run_1/congestion_map.png
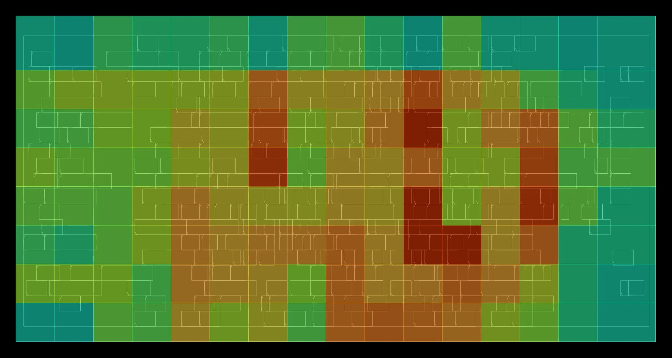
run_1/ff_map.png
Other sequential cells in the stronger gray, the rest of the logic in the fainter gray.
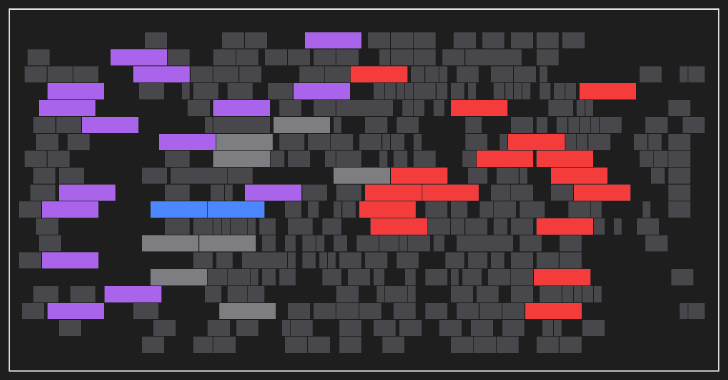
run_1/port_trees.png
Bar = 20 um.
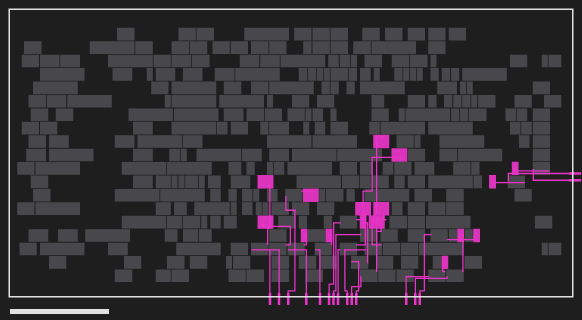
===== config.mk =====
export PLATFORM = sky130hd
export DESIGN_NAME = mem_access_unit
export DESIGN_NICKNAME = d
export VERILOG_FILES = /design/src/rtl/mem_access_unit.sv
export SDC_FILE = /design/constraint.sdc
export NUM_CORES = 1
export LEC_CHECK = 0
export CAP_MARGIN = 20
export CORE_ASPECT_RATIO = 0.5
export CORE_UTILIZATION = 35
export CTS_BUF_LIST = sky130_fd_sc_hd__clkbuf_16
export DETAILED_ROUTE_END_ITERATION = 7
export GPL_TIMING_DRIVEN = 0
export PLACE_DENSITY = 0.74
export SETUP_SLACK_MARGIN = 0.2
export SYNTH_ARGS = -nofsm -noshare
export SYNTH_HDL_FRONTEND = slang
export SYNTH_SLANG_ARGS = --single-unit

===== constraint.sdc =====
create_clock -name clk -period 2.97 [get_ports clk]
set_clock_uncertainty 0.2 [all_clocks]
set_input_delay 0.4455 -clock clk [delete_from_list [all_inputs] [get_ports clk]]
set_output_delay 0.4455 -clock clk [all_outputs]
set_load 0.02 [all_outputs]

===== src/rtl/mem_access_unit.sv =====
// Memory access unit: IDLE/ACCESS/RESP sequencer with MAR/MDR registers and byte-lane steering.
// Define MEM_TIMEOUT_EN to build the ACCESS-state timeout counter (rsp_err); otherwise rsp_err is 0.
module mem_access_unit #(
  parameter int DATA_WIDTH = 16,
  parameter int ADDR_WIDTH = 16,
  parameter int TIMEOUT    = 255
) (
  input  logic                    clk,
  input  logic                    reset,
  input  logic                    req_valid,
  output logic                    req_ready,
  input  logic                    req_write,
  input  logic                    req_byte,
  input  logic [ADDR_WIDTH-1:0]   req_addr,
  input  logic [DATA_WIDTH-1:0]   req_wdata,
  output logic                    rsp_valid,
  output logic [DATA_WIDTH-1:0]   rsp_rdata,
  output logic                    rsp_err,
  output logic [ADDR_WIDTH-1:0]   mem_address,
  output logic                    mem_read,
  output logic                    mem_write,
  output logic [DATA_WIDTH/8-1:0] mem_byte_enable,
  output logic [DATA_WIDTH-1:0]   mem_wdata,
  input  logic [DATA_WIDTH-1:0]   mem_rdata,
  input  logic                    mem_resp
);

  localparam int BE_W   = DATA_WIDTH / 8;
  localparam int LANE_W = $clog2(BE_W);
  localparam logic [ADDR_WIDTH-1:0] ADDR_MASK = ~ADDR_WIDTH'(BE_W - 1);

  if (DATA_WIDTH != 16 && DATA_WIDTH != 32) begin : g_bad_width
    $error("mem_access_unit: DATA_WIDTH must be 16 or 32");
  end
  if (TIMEOUT < 1 || TIMEOUT > 65535) begin : g_bad_timeout
    $error("mem_access_unit: TIMEOUT must be in 1..65535");
  end

  typedef enum logic [1:0] {IDLE, ACCESS, RESP} state_t;

  state_t              state;
  logic [ADDR_WIDTH-1:0] mar;
  logic [DATA_WIDTH-1:0] mdr;
  logic [LANE_W-1:0]   lane;
  logic                is_write;
  logic                is_byte;
  logic                timeout_hit;
  logic [LANE_W-1:0]   lane_sel;

  function automatic logic [DATA_WIDTH-1:0] place_byte(input logic [7:0] b,
                                                       input logic [LANE_W-1:0] l);
    return DATA_WIDTH'(b) << {l, 3'b000};
  endfunction

  function automatic logic [DATA_WIDTH-1:0] extract_byte(input logic [DATA_WIDTH-1:0] w,
                                                         input logic [LANE_W-1:0] l);
    logic [DATA_WIDTH-1:0] s;
    s = w >> {l, 3'b000};
    return {{(DATA_WIDTH-8){1'b0}}, s[7:0]};
  endfunction

  assign lane_sel    = req_addr[LANE_W-1:0];
  assign req_ready   = (state == IDLE);
  assign mem_address = mar;
  assign mem_wdata   = mdr;

`ifdef MEM_TIMEOUT_EN
  localparam int CNT_W = $clog2(TIMEOUT + 1);
  logic [CNT_W-1:0] to_cnt;
  logic             err_q;

  // The edge that would take the count to TIMEOUT is the abort edge, giving TIMEOUT strobe cycles.
  assign timeout_hit = (to_cnt == CNT_W'(TIMEOUT - 1));
  assign rsp_err     = err_q;

  always_ff @(posedge clk or posedge reset) begin
    if (reset) begin
      to_cnt <= '0;
      err_q  <= 1'b0;
    end else begin
      if (state == IDLE && req_valid)
        to_cnt <= '0;
      else if (state == ACCESS && !mem_resp)
        to_cnt <= to_cnt + 1'b1;
      err_q <= (state == ACCESS) && timeout_hit && !mem_resp;
    end
  end
`else
  assign timeout_hit = 1'b0;
  assign rsp_err     = 1'b0;
`endif

  always_ff @(posedge clk or posedge reset) begin
    if (reset) begin
      state           <= IDLE;
      mar             <= '0;
      mdr             <= '0;
      lane            <= '0;
      is_write        <= 1'b0;
      is_byte         <= 1'b0;
      mem_read        <= 1'b0;
      mem_write       <= 1'b0;
      mem_byte_enable <= '0;
      rsp_valid       <= 1'b0;
    end else begin
      rsp_valid <= 1'b0;
      case (state)
        IDLE: begin
          if (req_valid) begin
            state     <= ACCESS;
            mar       <= req_addr & ADDR_MASK;
            lane      <= lane_sel;
            is_write  <= req_write;
            is_byte   <= req_byte;
            mem_read  <= !req_write;
            mem_write <= req_write;
            if (req_write && req_byte) begin
              mdr             <= place_byte(req_wdata[7:0], lane_sel);
              mem_byte_enable <= BE_W'(1) << lane_sel;
            end else begin
              if (req_write)
                mdr <= req_wdata;
              mem_byte_enable <= '1;
            end
          end
        end
        ACCESS: begin
          // mem_resp wins over a timeout on the same edge.
          if (mem_resp || timeout_hit) begin
            state           <= RESP;
            mem_read        <= 1'b0;
            mem_write       <= 1'b0;
            mem_byte_enable <= '0;
            rsp_valid       <= 1'b1;
            if (mem_resp && !is_write)
              mdr <= mem_rdata;
          end
        end
        RESP:    state <= IDLE;
        default: state <= IDLE;
      endcase
    end
  end

  always_comb begin
    rsp_rdata = '0;
    if (rsp_valid && !is_write && !rsp_err)
      rsp_rdata = is_byte ? extract_byte(mdr, lane) : mdr;
  end

endmodule


==> flow_summary_export.csv, run 1 <==
group,metric,value,unit
outcome,status,"complete, no violations",
global_routing,grt_pass1_vias,2057,
finish,final_core_util,60.9,%
finish,drive_gt1_share,7.52,%
floorplan,dieHeight,57.9,um
worst_setup_path,max_stage_delay,0.61,ns
timing,slew_violations,0,
global_routing,use_met3,4.29,%
finish,nNonClkBuffers,122,
power_and_ir_drop,p_switching,1.19,mW
worst_setup_path,cp_max_fo,9,
finish,largest_reg_flops,16,
timing,slew_headroom,43.4,%
timing,min_period,2.62,ns
finish,flops,41,
worst_setup_path,cp.arrival,1.98,ns
synthesis,synth_top_flop_cell,"dfrtp_1",
timing,hold_slack,0.238,ns
routing,post-route-drc-count,0,
finish,num-multi-input-gates,129,
Notes on congestion_map.png above:
Most Used Layer, Global Route: met2
total track usage: 20.1%

Notes on ff_map.png above:
Key: purple = mem_address [placed flops 15]; blue = state [placed flops 2]; red = mem_wdata [placed flops 16]
Another 8 sequential cells are not colored.

Notes on port_trees.png above:
Key: magenta = mem_rdata [bits 16, direction input, end cells 16, buffers 16, wire 348 um]
IO buf count: 105
IO Pins: 109

==> inputs of run 2 (changes only) <==
CTS_CLUSTER_DIAMETER = 120   (was not set)
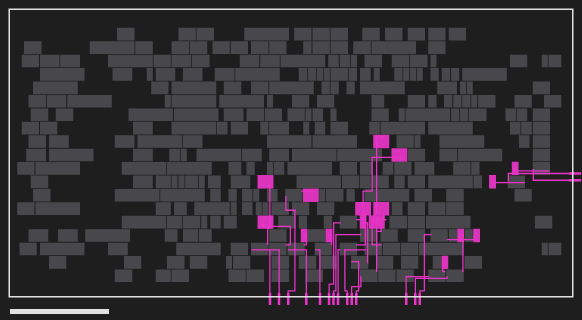
run_2/port_trees.png
Bar = 20 um.
Key: magenta = mem_rdata [bits 16, direction input, end cells 16, buffers 16, wire 348 um]

==> run 2 against run 1 <==
Net effect:
- non-clock buffer count unchanged
- first-iteration DRC count stayed put
- final cell count did not move
- clock-buffer cell count is the same
- power unchanged
- via count unchanged
- highest routed layer unchanged
==> flow_summary_export.csv, run 2 <==
group,metric,value,unit
finish,nNonClkBuffers,122,
worst_setup_path,cp.arrival,1.98,ns
floorplan,io_pins,109,
outcome,status,"complete, no violations",
power_and_ir_drop,sw_frac_of_total,38.8,%
global_routing,grt_max_degree,42,
power_and_ir_drop,p_switching,1.19,mW
synthesis,synth_top_flop_cell,"dfrtp_1",
finish,final_core_util,60.9,%
finish,num-multi-input-gates,129,
power_and_ir_drop,p_clk,533,uW
finish,design_area,0.00351,sq mm
timing,slew_headroom,43.4,%
global_routing,grt_pass1_vias,2057,
timing,period_used_share,88.3,%
finish,flops,41,
global_routing,grt_usage,20.1,%
synthesis,synth_chip_area,0.00219,sq mm
timing,slew_violations,0,
floorplan,dieHeight,57.9,um
flow_run,drv_cap,0,
clock_tree,postCtsSetupRepairBufs,0,
power_and_ir_drop,pg_comb,1.55,mW
finish,inv_count,19,
placement,portBuffers,105,
routing,vias,2060,
synthesis,synthCells,205,
routing,post-route-drc-count,0,
finish,largest_reg_flops,16,
worst_setup_path,cp_max_fo,9,
global_routing,grt.busiest_layer,"met2",
finish,nNetsFinal,372,
timing,hold_slack,0.238,ns
synthesis,most_common_cell,"dfrtp_1",
finish,drive_gt1_share,7.52,%
finish,clkCellAreaFrac,4.10,%
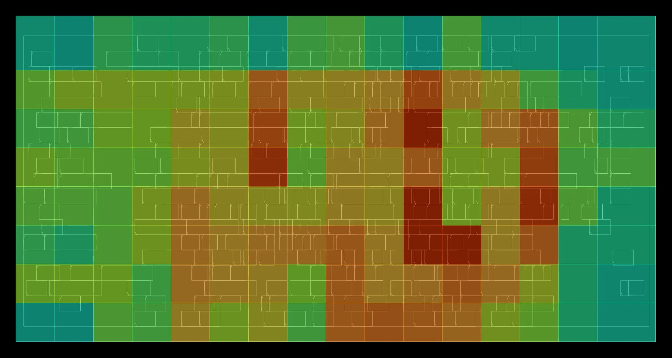
run_2/congestion_map.png
M1 GR Usage: 24.9%
GR Layer Usage met3: 4.29%

==> inputs of run 3 (changes only) <==
CTS_CLUSTER_DIAMETER = 200   (was 120)
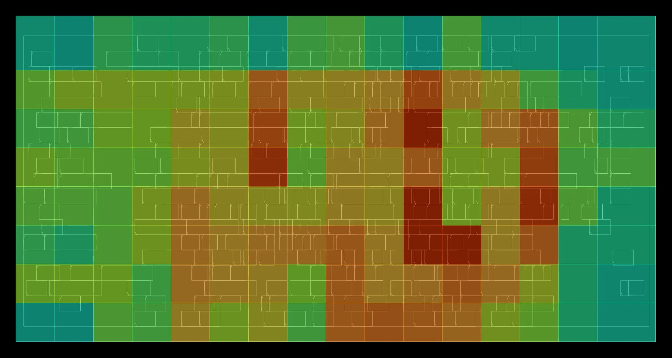
run_3/congestion_map.png
WL per Instance: 15.8 um
global-route track usage on met2: 34.8%

==> run 3 against run 2 <==
Net effect:
- utilization did not move
- clock-buffer cell count did not move
- clock power barely moved
- die size did not move
- final cell count did not move
- first-iteration DRC count did not move
- area after synthesis did not move
- critical path type unchanged
- sequential power barely moved
- register-to-register slack barely moved
- synthesized cell count did not move
- non-clock buffer count did not move
==> flow_summary_export.csv, run 3 <==
group,metric,value,unit
floorplan,io_pins,109,
global_routing,grt.busiest_layer,"met2",
power_and_ir_drop,p_switching,1.19,mW
finish,largest_reg_flops,16,
finish,nNetsFinal,372,
timing,slew_headroom,43.4,%
routing,post-route-drc-count,0,
outcome,status,"complete, no violations",
power_and_ir_drop,pg_comb,1.55,mW
timing,slew_violations,0,
synthesis,synth_chip_area,0.00219,sq mm
worst_setup_path,max_stage_delay,0.61,ns
power_and_ir_drop,sw_frac_of_total,38.8,%
finish,flops,41,
placement,portBuffers,105,
finish,num-multi-input-gates,129,
synthesis,synthCells,205,
global_routing,grt_usage,20.1,%
floorplan,dieHeight,57.9,um
timing,period_used_share,88.3,%
synthesis,synth_top_flop_cell,"dfrtp_1",
finish,clkCellAreaFrac,4.10,%
synthesis,most_common_cell,"dfrtp_1",
finish,nNonClkBuffers,122,
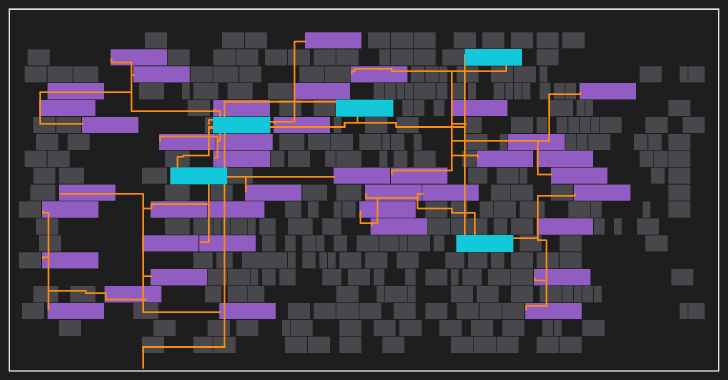
run_3/clock_wires.png
Key: cyan = clock-net drivers [count 5]; orange = clock wires [length 570 um]; purple = flip-flops [count 41]
There are 6 routed clock nets.
clock share of power: 17.4%
Latency at later pin: 0.28 ns
clock network power: 533 uW

Power and IR drop assume default switching activity.
